### Cell outlines without signal wires, run 1

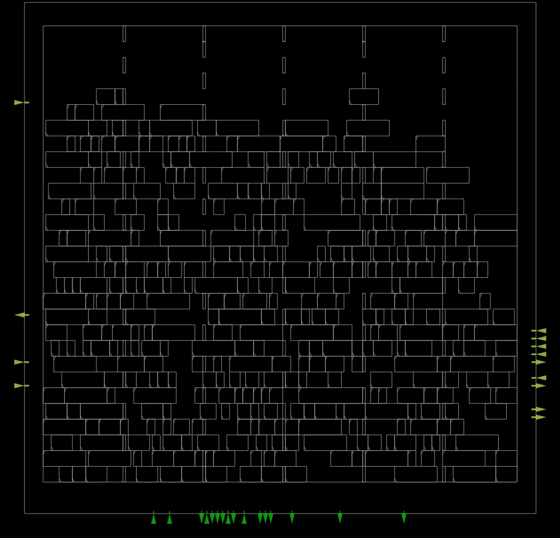
### The metal 3 layer, run 1

The bar under the picture is 20 um long.
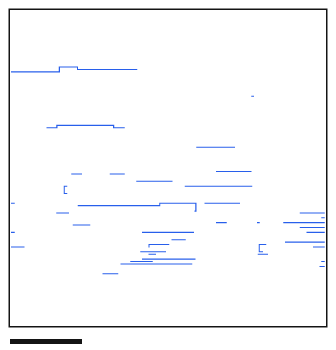
### A small window of the routed layout, run 1

Region (24, 7) to (64, 47) um. Cells in gray, sequential cells in the stronger gray; small squares are vias.
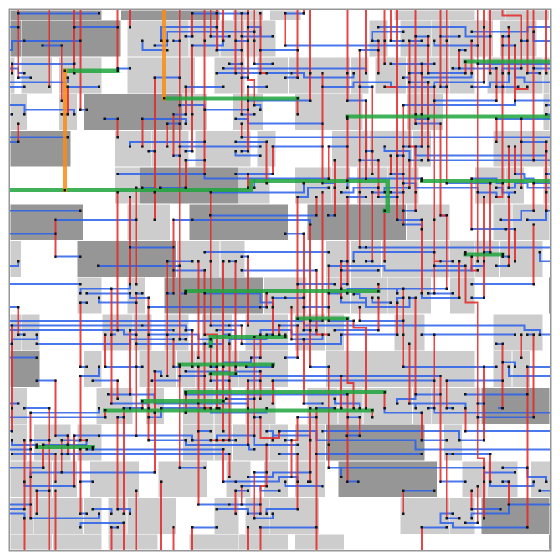
### Metal layers overlaid, run 1

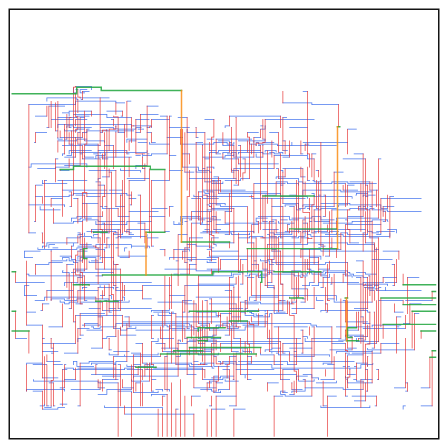
## src/rtl/mnist_infer_sequencer.sv

```systemverilog
// mnist_infer_sequencer: debounced start key, per-layer start/done sequencing with timeout, result bytes to the UART.
module mnist_infer_sequencer #(
    parameter int N_LAYERS        = 5,
    parameter int DEBOUNCE_CYCLES = 1_000_000,
    parameter int TIMEOUT_CYCLES  = 4_000_000
) (
    input  logic                clk,
    input  logic                rst,
    input  logic                key_0,
    output logic [N_LAYERS-1:0] layer_start,
    input  logic [N_LAYERS-1:0] layer_done,
    input  logic [3:0]          result_class,
    output logic                tx_valid,
    output logic [7:0]          tx_data,
    input  logic                tx_ready,
    output logic                led_0,
    output logic                led_1
);
    localparam int IW = N_LAYERS > 1 ? $clog2(N_LAYERS) : 1;
    localparam int DW = DEBOUNCE_CYCLES > 1 ? $clog2(DEBOUNCE_CYCLES) : 1;
    localparam int TW = TIMEOUT_CYCLES > 1 ? $clog2(TIMEOUT_CYCLES) : 1;

    typedef enum logic [2:0] {IDLE, START, WAIT, SEND0, SEND1, ERR0, ERR1} state_t;
    state_t state, state_n;

    logic          key_s1, key_s2, key_db;
    logic [DW-1:0] db_cnt;
    logic [TW-1:0] to_cnt;
    logic [IW-1:0] idx;
    logic [3:0]    cls;
    logic          go, db_end, done, last, tmo;

    assign db_end = db_cnt == DW'(DEBOUNCE_CYCLES - 1);
    assign go     = key_db && !key_s2 && db_end;
    // the first WAIT cycle coincides with the visible start pulse, so done is only taken once to_cnt has moved
    assign done   = layer_done[idx] && to_cnt != '0;
    assign last   = idx == IW'(N_LAYERS - 1);
    assign tmo    = to_cnt == TW'(TIMEOUT_CYCLES - 1);

    always_ff @(posedge clk) begin
        if (rst) begin
            key_s1 <= 1'b1;
            key_s2 <= 1'b1;
            key_db <= 1'b1;
            db_cnt <= '0;
        end else begin
            key_s1 <= key_0;
            key_s2 <= key_s1;
            if (key_s2 == key_db)
                db_cnt <= '0;
            else if (db_end) begin
                key_db <= key_s2;
                db_cnt <= '0;
            end else
                db_cnt <= db_cnt + DW'(1);
        end
    end

    always_ff @(posedge clk) begin
        if (rst)
            state <= IDLE;
        else
            state <= state_n;
    end

    always_comb begin
        state_n = state;
        case (state)
            IDLE:    state_n = go ? START : IDLE;
            START:   state_n = WAIT;
            WAIT:    state_n = done ? (last ? SEND0 : START) : tmo ? ERR0 : WAIT;
            SEND0:   state_n = tx_ready ? SEND1 : SEND0;
            SEND1:   state_n = tx_ready ? IDLE : SEND1;
            ERR0:    state_n = tx_ready ? ERR1 : ERR0;
            ERR1:    state_n = tx_ready ? IDLE : ERR1;
            default: state_n = IDLE;
        endcase
    end

    always_comb begin
        tx_valid = state inside {SEND0, SEND1, ERR0, ERR1};
        led_0    = state != IDLE;
        tx_data  = state == SEND0 ? (cls > 4'd9 ? 8'h45 : 8'h30 + {4'd0, cls}) :
                   state == ERR0  ? 8'h54 : tx_valid ? 8'h0A : 8'h00;
    end

    always_ff @(posedge clk) begin
        if (rst) begin
            layer_start <= '0;
            to_cnt      <= '0;
            idx         <= '0;
            cls         <= '0;
            led_1       <= 1'b0;
        end else begin
            layer_start <= state == START ? N_LAYERS'(1) << idx : '0;
            to_cnt      <= state == START ? '0 : (state == WAIT && !tmo) ? to_cnt + TW'(1) : to_cnt;
            if (state == IDLE && go)
                idx <= '0;
            else if (state == WAIT && done && !last)
                idx <= idx + IW'(1);
            if (state == WAIT && done && last)
                cls <= result_class;
            if (state == IDLE && go)
                led_1 <= 1'b0;
            else if ((state == WAIT && !done && tmo) || (state == SEND0 && cls > 4'd9))
                led_1 <= 1'b1;
        end
    end
endmodule

```

## config.mk

```make
export PLATFORM = sky130hd
export DESIGN_NAME = mnist_infer_sequencer
export DESIGN_NICKNAME = d
export VERILOG_FILES = /design/src/rtl/mnist_infer_sequencer.sv
export SDC_FILE = /design/constraint.sdc
export NUM_CORES = 1
export LEC_CHECK = 0
export CAP_MARGIN = 15
export CORE_MARGIN = 3
export CORE_UTILIZATION = 46
export DETAILED_ROUTE_END_ITERATION = 10
export HOLD_SLACK_MARGIN = 0.12
export PLACE_DENSITY = 0.76
export SETUP_SLACK_MARGIN = 0.5
export SKIP_CTS_REPAIR_TIMING = 1
export SLEW_MARGIN = 20
export SYNTH_ARGS = -nofsm -noshare
export SYNTH_HDL_FRONTEND = slang
export SYNTH_SLANG_ARGS = --single-unit
```

## constraint.sdc

```tcl
create_clock -name clk -period 4.1 [get_ports clk]
set_clock_uncertainty 0.05 [all_clocks]
set_input_delay 0.82 -clock clk [delete_from_list [all_inputs] [get_ports clk]]
set_output_delay 0.82 -clock clk [all_outputs]
set_load 0.05 [all_outputs]
```

==> notes.md, run 1 <==
Implementation results

Yosys stat counts 368 cells in the synthesized netlist. The area share of the largest cell type after synthesis is 39.1%. The run reported a max-capacitance violation count of 0. Once placement finished, the instance area stood at 3420 sq um. By instance count after routing, the leading logic cell type is sky130_fd_sc_hd__dfxtp_1. Per the final report, max-transition violations number 0. The path category of the worst min-delay check is reg2reg. At the placement stage, the worst setup path has a slack of 1.20 ns.

The critical-path maximum fanout is 13. Wires add up to 6600 um. The first-pass GRT wire length is 11500 um. The most popular library cell in the synthesized design by count is sky130_fd_sc_hd__dfxtp_1.

The horizontal die dimension reported for this design is 88.4 um. The chip area line of the yosys report is 3120 sq um. The final report lists the setup-violating endpoint count as 0. The flow ran to the end, and the final reports show no timing, DRC or antenna violations.

The share of the core filled with cells in the final layout is 56.0%. The final route contains 2716 vias. After synthesis, the cell types taking the most area are sky130_fd_sc_hd__dfxtp_1 39%, sky130_fd_sc_hd__nand2_1 4.6%, sky130_fd_sc_hd__nor2_1 4.2%, sky130_fd_sc_hd__xor2_1 3.6%, sky130_fd_sc_hd__xnor2_1 3.4%.

Setup repair after global routing left no endpoint under its margin. Dividing the detail-routed via count by the number of cells gives 5.71. The clock period could shrink to 3.09 ns. Across every metal layer, demand over resource in global routing totals 18.6%. The critical path's largest stage delay is 0.79 ns. The remaining number of nets flagged by the antenna check after routing is 0. The wire-length estimate of the detail-placed layout is 4790 um. The worst voltage drop across the vdd grid is 234 uV. The clock latency on the worst-skew pair is 0.33 ns.

The OpenROAD report gives the critical path a data arrival time of 2.22 ns. In this run the number of cells on the critical path is 5. The largest individual stage delay along the critical path comes from the cell sky130_fd_sc_hd__clkdlybuf4s50_1. Once the floorplan was initialized, standard cells occupied 48.3% of the core. The origin of the worst setup path is state[1].

The maximum level of the CTS H-tree is 3. Entering global routing, the biggest net connects 21 pins. Recorded from the global router log, the overflow total was 0. The violation count after the first detailed-routing iteration is 143. Per the gpl log, the routability congestion estimate is 0.881. In this run the cell area of the synthesized design comes to 3120 sq um. The worst register-to-register path has a depth of 5.

The power density over cell area is 319 nW/um^2. The slew at the pin closest to its max-slew limit is 0.762 ns. The finished layout holds 476 standard cells, fillers aside. The sequential cell area fraction in the yosys report is 39.1%.

The most numerous cell on the critical path is sky130_fd_sc_hd__nand2_1. The worst setup path is captured at an output pin. Warnings raised by the tools during the run amount to 28. For this run, the leading register cell type out of synthesis is sky130_fd_sc_hd__dfxtp_1. TritonCTS built the clock tree. The buffering stage count on the worst path with inverters included is 1. The number of buffers created by CTS is 9.

The cell sequence reported for the critical path is nand2_1 -> nor3_1 -> nand2_1 -> nand2_1 -> clkdlybuf4s50_1. The finished design was reported to have a net count of 413. Of all flip-flops after synthesis, the portion carrying an async set or reset was 0%. The number of flops mapped to enable cells by yosys is 0. The area of the core is 6460 sq um. Sorting the synthesized cells by how often they occur yields 61 x sky130_fd_sc_hd__dfxtp_1, 38 x sky130_fd_sc_hd__nand2_1, 35 x sky130_fd_sc_hd__nor2_1. After technology mapping, the gate count stands at 368. The cell family with the largest share of critical-path delay is buffers and inverters. According to the floorplan report, the die height is 88.4 um. The total placed cells including tap cells is 460. The static leakage is 1.23 nW. The layout stage reports a final design area of 3620 sq um.

In the final report, the number of hold violations comes to 0. For the worst reg-to-reg path, the startpoint reported by OpenROAD is db_cnt[15]. The required time reported for the critical path endpoint is 3.23 ns. The number of antenna violations at the first check in global routing is 0. Leaving out fill and tap cells, the most frequent cells in the layout are 61 x sky130_fd_sc_hd__dfxtp_1, 38 x sky130_fd_sc_hd__nand2_1, 35 x sky130_fd_sc_hd__nor2_1.
About 'Cell outlines without signal wires':
sequential cell count: 61
number of inserted filler cells in the final layout: 588
flop share of the area: 33.8%
row cnt: 29

About 'The metal 3 layer':
32 nets have wire on it. The longest straight run is 22.8 um.

About 'A small window of the routed layout':
Red marks metal 2. Orange marks metal 4. Green marks metal 3. Blue marks metal 1.
Netlist names of flops here include db_cnt (3), state (3), to_cnt (3). Sequential cells in the window: 13. 136 logic cells have their middle in the window. Most frequent: nand2_1 (20), dfxtp_1 (13), nor2_1 (9).

About 'Metal layers overlaid':
Red marks metal 2, wire length 3090 um. Blue marks metal 1, wire length 3130 um. Orange marks metal 4, wire length 74.1 um. Green marks metal 3, wire length 311 um.

-- run 1: per-layer routing --
layer	global-route usage, %	wire, um
met1	23.7	3130
met2	29.8	3090
met3	4.84	310
met4	7.97	74
met5	0	0
-- run 1: area by class of cell --
class / instances / area (sq um) / area share (%)
multi-input cells: 281 / 1770 / 49.0
flip-flops and latches: 61 / 1220 / 33.8
repair buffers: 28 / 278 / 7.68
clock buffers: 11 / 141 / 3.91
well taps: 77 / 96.3 / 2.66
clock inverters: 5 / 60.1 / 1.66
inverters: 13 / 48.8 / 1.35
-- run 1: cells by family after synthesis --
family | count (synthesis) | synth area share (%)
AND-OR/OR-AND | 61 | 13.1
XOR/XNOR | 25 | 7.02
buffers and inverters | 26 | 4.09
adder cells (fa/ha/maj) | 6 | 2.41
flip-flops | 61 | 39.1
multiplexers | 9 | 2.93
AND/OR/NAND/NOR | 179 | 31.2
other | 1 | 0.120
-- run 1: registers in the layout, summed over array words and instances (netlist names) --
signal / flops
layer_start: 5
state: 3
led_1: 1
idx: 3
key_s2: 1
cls: 4
key_s1: 1
db_cnt: 20
key_db: 1
to_cnt: 22
-- run 1: where the power goes --
part | switching (mW) | leakage, nW | total, mW | internal [mW]
combinational | 0.0159 | 0.636 | 0.0300 | 0.0141
sequential | 0.000528 | 0.492 | 0.594 | 0.594
clock | 0.231 | 0.0995 | 0.530 | 0.298
-- run 1: path summary, 6_finish.rpt --
kind	to	slack, ns
max	tx_data[3]	1.01
max reg2reg	db_cnt[5]	1.81
min reg2reg	key_s2	0.37
min	key_s2	0.37
### Clock network drawn from the DEF, run 1

The bar under the picture is 20 um long.
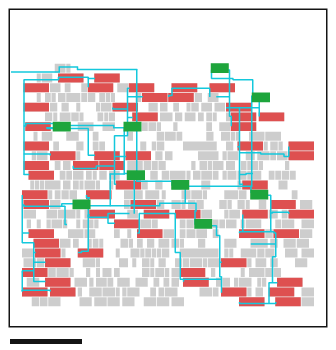

==> inputs of run 2 (changes only) <==
- PLACE_DENSITY: 0.76 -> 0.79
- clock period: 4.1 -> 2.51 ns (I/O delays scaled with it)
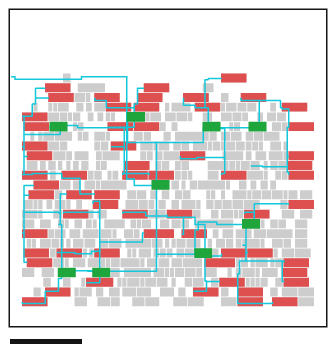
*Clock network drawn from the DEF, run 2*
The bar under the picture is 20 um long.
Red marks flip-flops, count 61. Green marks clock drivers, count 9. Cyan marks clock wires, length 788 um.
There are 10 routed clock nets.

==> notes.md, run 2 <==
Implementation results

The total of endpoints with negative setup slack in the final report is 0. The met2 layer usage reported by global route is 31.0%. The leakage power in the latest report is 1.49 nW. The layer with the highest usage is met2. Logged for this run, the post-placement worst setup slack is 0.261 ns. The number of antenna violations at the first check in global routing was 0. On met1, the global router reports a usage of 23.3%. The slowest stage of the critical path belongs to the cell sky130_fd_sc_hd__dfxtp_1. The share of total power dissipated in the clock network is 47.0%. Along the critical path, the tally of buffer and inverter instances is 1. STA puts the critical path data arrival time at 1.40 ns. The post-synthesis instance area is 3120 sq um.

The synth_stat.txt file lists the number of cells as 368. The floorplan step records an initial core utilization of 48.3%. The synthesized-area fraction occupied by xor and xnor cells is 7.02%.

The count of cells along the worst register-to-register path is 6. The register with the most flip-flops in the layout has 22 of them. The synthesized netlist handed to floorplanning was reported with a cell count of 368. The top logic cell by instance count in the layout is sky130_fd_sc_hd__dfxtp_1.

The clock tree from TritonCTS is built. The first global-routing pass estimated 11800 um of wire. The weighted congestion at the end of routability-driven global placement is 0.849. The worst setup slack for register-to-register paths is 0.58 ns. Internal power comes to 1.51 mW.

The first routing iteration left 217 violations. The slew at the pin closest to its max-slew limit is 0.522 ns. The flow ran to the end, and the final reports show no timing, DRC or antenna violations. The floorplan row count is 29. Yosys reports that the most numerous cell types are 61 x sky130_fd_sc_hd__dfxtp_1, 38 x sky130_fd_sc_hd__nand2_1, 35 x sky130_fd_sc_hd__nor2_1. The end of the worst register-to-register path is to_cnt[3]. Across the run, the number of max-cap violations was 0. The sequential cell area fraction in the yosys report is 39.1%. Summed over all layers, the routed wires come to 7520 um.

The maximum level of the CTS H-tree is 3. The share of flip-flops with an asynchronous set or reset is 0%. The region available for standard cell placement spans 6460 sq um. For this run, the slowest stage of the critical path takes 0.34 ns. The script computed the net switching share of total power as 22.0%.

Summed over all nets, the switching power comes to 425 uW. The finished layout holds 494 standard cells, fillers aside.
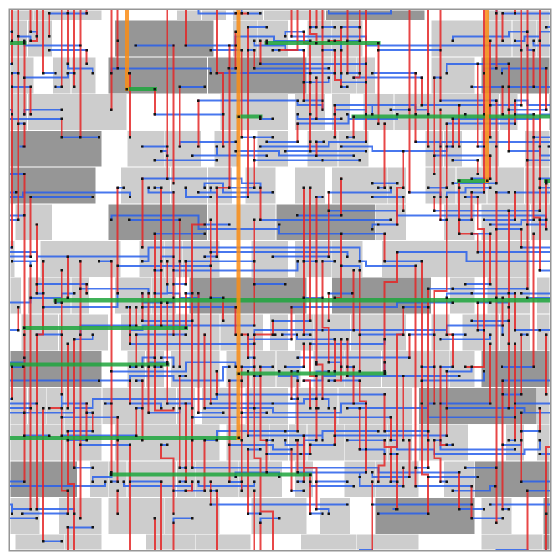
*A small window of the routed layout, run 2*
Region (24, 7) to (64, 47) um. Cells in gray, sequential cells in the stronger gray; small squares are vias.
Blue marks metal 1. Red marks metal 2. Orange marks metal 4. Green marks metal 3.
Most frequent: nand2_1 (21), dfxtp_1 (13), buf_4 (9). Sequential cells in the window: 16. 141 logic cells have their middle in the window. Netlist names of flops here include to_cnt (6), cls (3), state (3).

==> run 2: worst register-to-register path: cells and delay by family, from the launching register on <==
family / cells / cell delay (ns)
compound gates: 2 / 0.25
flops: 1 / 0.40
simple gates: 2 / 0.79
buf+inv: 2 / 0.37
==> run 2: cell type report <==
type                    instances  area (sq um)
repair buffers                 44           433
well taps                      77          96.3
multi-input cells             283          1940
flip-flops and latches         61          1230
clock buffers                  11           151
inverters                      13          48.8
clock inverters                 5          58.8
fillers                       519          2500
==> run 2: power groups by stage <==
stage | registers (mW) | clock network (mW) | logic [mW]
finish | 0.968 | 0.907 | 0.0557
global route | 0.968 | 0.974 | 0.0607
CTS | 0.970 | 0.925 | 0.0534
detailed placement | 0.993 | 0 | 0.0531
global placement | 0.992 | 0 | 0.0522
floorplan | 0.992 | 0 | 0.0250
==> run 2: per-layer routing <==
layer | vias up | wire [um]
met1 | 1382 | 3310
met5 | - | 0
met4 | 0 | 95
met3 | 10 | 421
li1 | 1415 | -
met2 | 67 | 3690
==> run 2: kinds of logic after synthesis <==
logic type               count (synthesis)
flip-flops                              61
other                                    1
AND-OR/OR-AND                           61
buffers and inverters                   26
multiplexers                             9
XOR/XNOR                                25
AND/OR/NAND/NOR                        179
adder cells (fa/ha/maj)                  6
==> run 2: how the worst max path moves through the flow <==
stage / start / endpoint / slack [ns] / cells past startpoint
2_1_floorplan: state[1] / tx_data[3] / 0.25 / 5
3_3_place_gp: layer_done[1] / idx[2] / 0.31 / 6
3_5_place_dp: layer_done[1] / idx[2] / 0.26 / 6
4_1_cts: to_cnt[1] / to_cnt[1] / 0.30 / 6
5_1_grt: state[0] / to_cnt[7] / 0.46 / 6
6_report: cls[1] / tx_data[4] / 0.56 / 4
### The metal 3 layer, run 2

The bar under the picture is 20 um long.
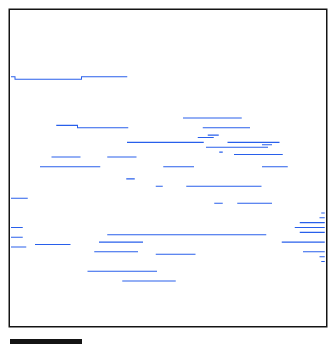

==> inputs of run 3 (changes only) <==
- clock period: 2.51 -> 1.7 ns (I/O delays scaled with it)
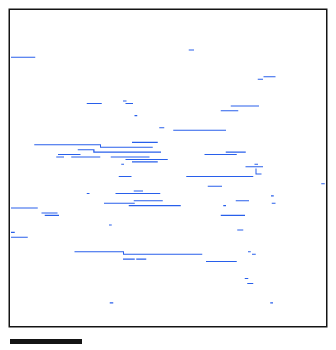
*The metal 3 layer, run 3*
The bar under the picture is 20 um long.
overall via count from detail_route: 3287
met3 routing resource usage after global routing: 5.31%
detailed-route wire length: 9730 um

==> notes.md, run 3 <==
Implementation results

The run finished, with violations left. The final reports fail on setup timing. The final hold violation count recorded for this run is 0. The post-layout worst setup margin is -0.138 ns.

Leaving out buffers and inverters, the combinational logic in the layout accounts for 2290 sq um. The power density over cell area is 542 nW/um^2. The final layout report lists a filler cell count of 403. The area of all placed cells without fillers is 5080 sq um. The critical path's slowest cell is sky130_fd_sc_hd__dfxtp_2. The HPWL after detailed placement is 5990 um. The max capacitance violation total is 0. After the flow finishes, the layout carries non-filler instances totaling 569. The most critical min-delay path falls under reg2reg. The final timing report counts setup violations totalling 51. After its last routability iteration, the placer logged a weighted congestion of 0.884.

OpenSTA, run right after detailed placement, puts the worst setup slack at -0.287 ns. According to the timing report, the data required time at the worst endpoint equals 1.31 ns. The number of cells reported by Yosys stat comes to 368. CTS built an H-tree with a depth of 3. The CTS report gives the tree buffer count as 9. The via-per-instance ratio is 5.78. The synthesis run shows the most used standard cells to be 61 x sky130_fd_sc_hd__dfxtp_1, 38 x sky130_fd_sc_hd__nand2_1, 35 x sky130_fd_sc_hd__nor2_1.

The number of antenna violations at the first check in global routing came to 0. The first global-routing pass estimated 13500 um of wire. The commonest register cell is sky130_fd_sc_hd__dfxtp_1. Once iteration 0 of detailed routing completed, the report listed 124 DRC markers. The worst setup path is captured at an output pin.

The worst voltage drop across the vdd grid is 644 uV. The origin of the worst setup path is state[0]. The region available for standard cell placement spans 6460 sq um. The timing report lists the critical path depth as 6 cells. The largest registers in the layout are to_cnt: 22 flops, db_cnt: 20 flops, layer_start: 5 flops.

For reference, the critical path is captured by led_0. Per the cell usage report, the commonest logic cells after layout are 73 x sky130_fd_sc_hd__buf_4, 34 x sky130_fd_sc_hd__dfxtp_1, 28 x sky130_fd_sc_hd__nand2_1. The number of flip-flops under the largest register name is 22.
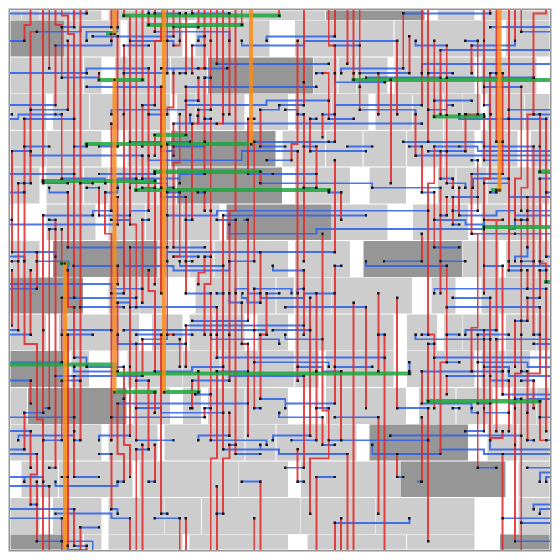
*A small window of the routed layout, run 3*
Region (24, 7) to (64, 47) um. Cells in gray, sequential cells in the stronger gray; small squares are vias.
Blue marks metal 1. Red marks metal 2. Orange marks metal 4. Green marks metal 3.
Sequential cells in the window: 12. 134 logic cells have their middle in the window. Most frequent: buf_4 (22), nand2_1 (12), dfxtp_2 (8). Netlist names of flops here include cls (3), state (3), to_cnt (3).

-- run 3: cell counts after synthesis --
Identical to the previous run, type by type.
-- run 3: cell type report --
| type | count | area share (%) |
|---|---|---|
| Clock inverter | 2 | 0.690 |
| Tap cell | 77 | 1.90 |
| Clock buffer | 13 | 2.74 |
| Multi-Input combinational cell | 282 | 45.2 |
| Sequential cell | 61 | 24.8 |
| Inverter | 13 | 1.03 |
| Timing Repair Buffer | 121 | 23.6 |
-- run 3: cell families after synthesis --
logic type	share of synthesized area, %
AND/OR/NAND/NOR	31.2
AND-OR/OR-AND	13.1
flip-flops	39.1
buffers and inverters	4.09
XOR/XNOR	7.02
multiplexers	2.93
adder cells (fa/ha/maj)	2.41
other	0.120
-- run 3: power by group --
group | leakage (nW) | internal (mW) | switching [mW] | total [mW]
Combinational | 1.31 | 0.0509 | 0.0531 | 0.104
Clock | 0.0875 | 0.669 | 0.548 | 1.22
Sequential | 0.506 | 1.43 | 0.00102 | 1.43
-- run 3: layer usage --
layer | global-route usage (%) | share of wire, % | up-vias
li1 | - | - | 1568
met1 | 23.4 | 38 | 1597
met2 | 40.7 | 55 | 90
met3 | 5.31 | 3.4 | 32
met4 | 10.9 | 3.9 | 0
met5 | 0 | 0 | -
-- run 3: worst min-delay path by stage --
stage                      start      to  slack (ns)
after floorplan           key_s1  key_s2        0.34
after global placement    key_s1  key_s2        0.34
after detailed placement  key_s1  key_s2        0.35
after CTS                 key_s1  key_s2        0.37
after global routing      key_s1  key_s2        0.39
final                     key_s1  key_s2        0.37
Power figures rest on the tool's default switching activity, not on a simulated workload.
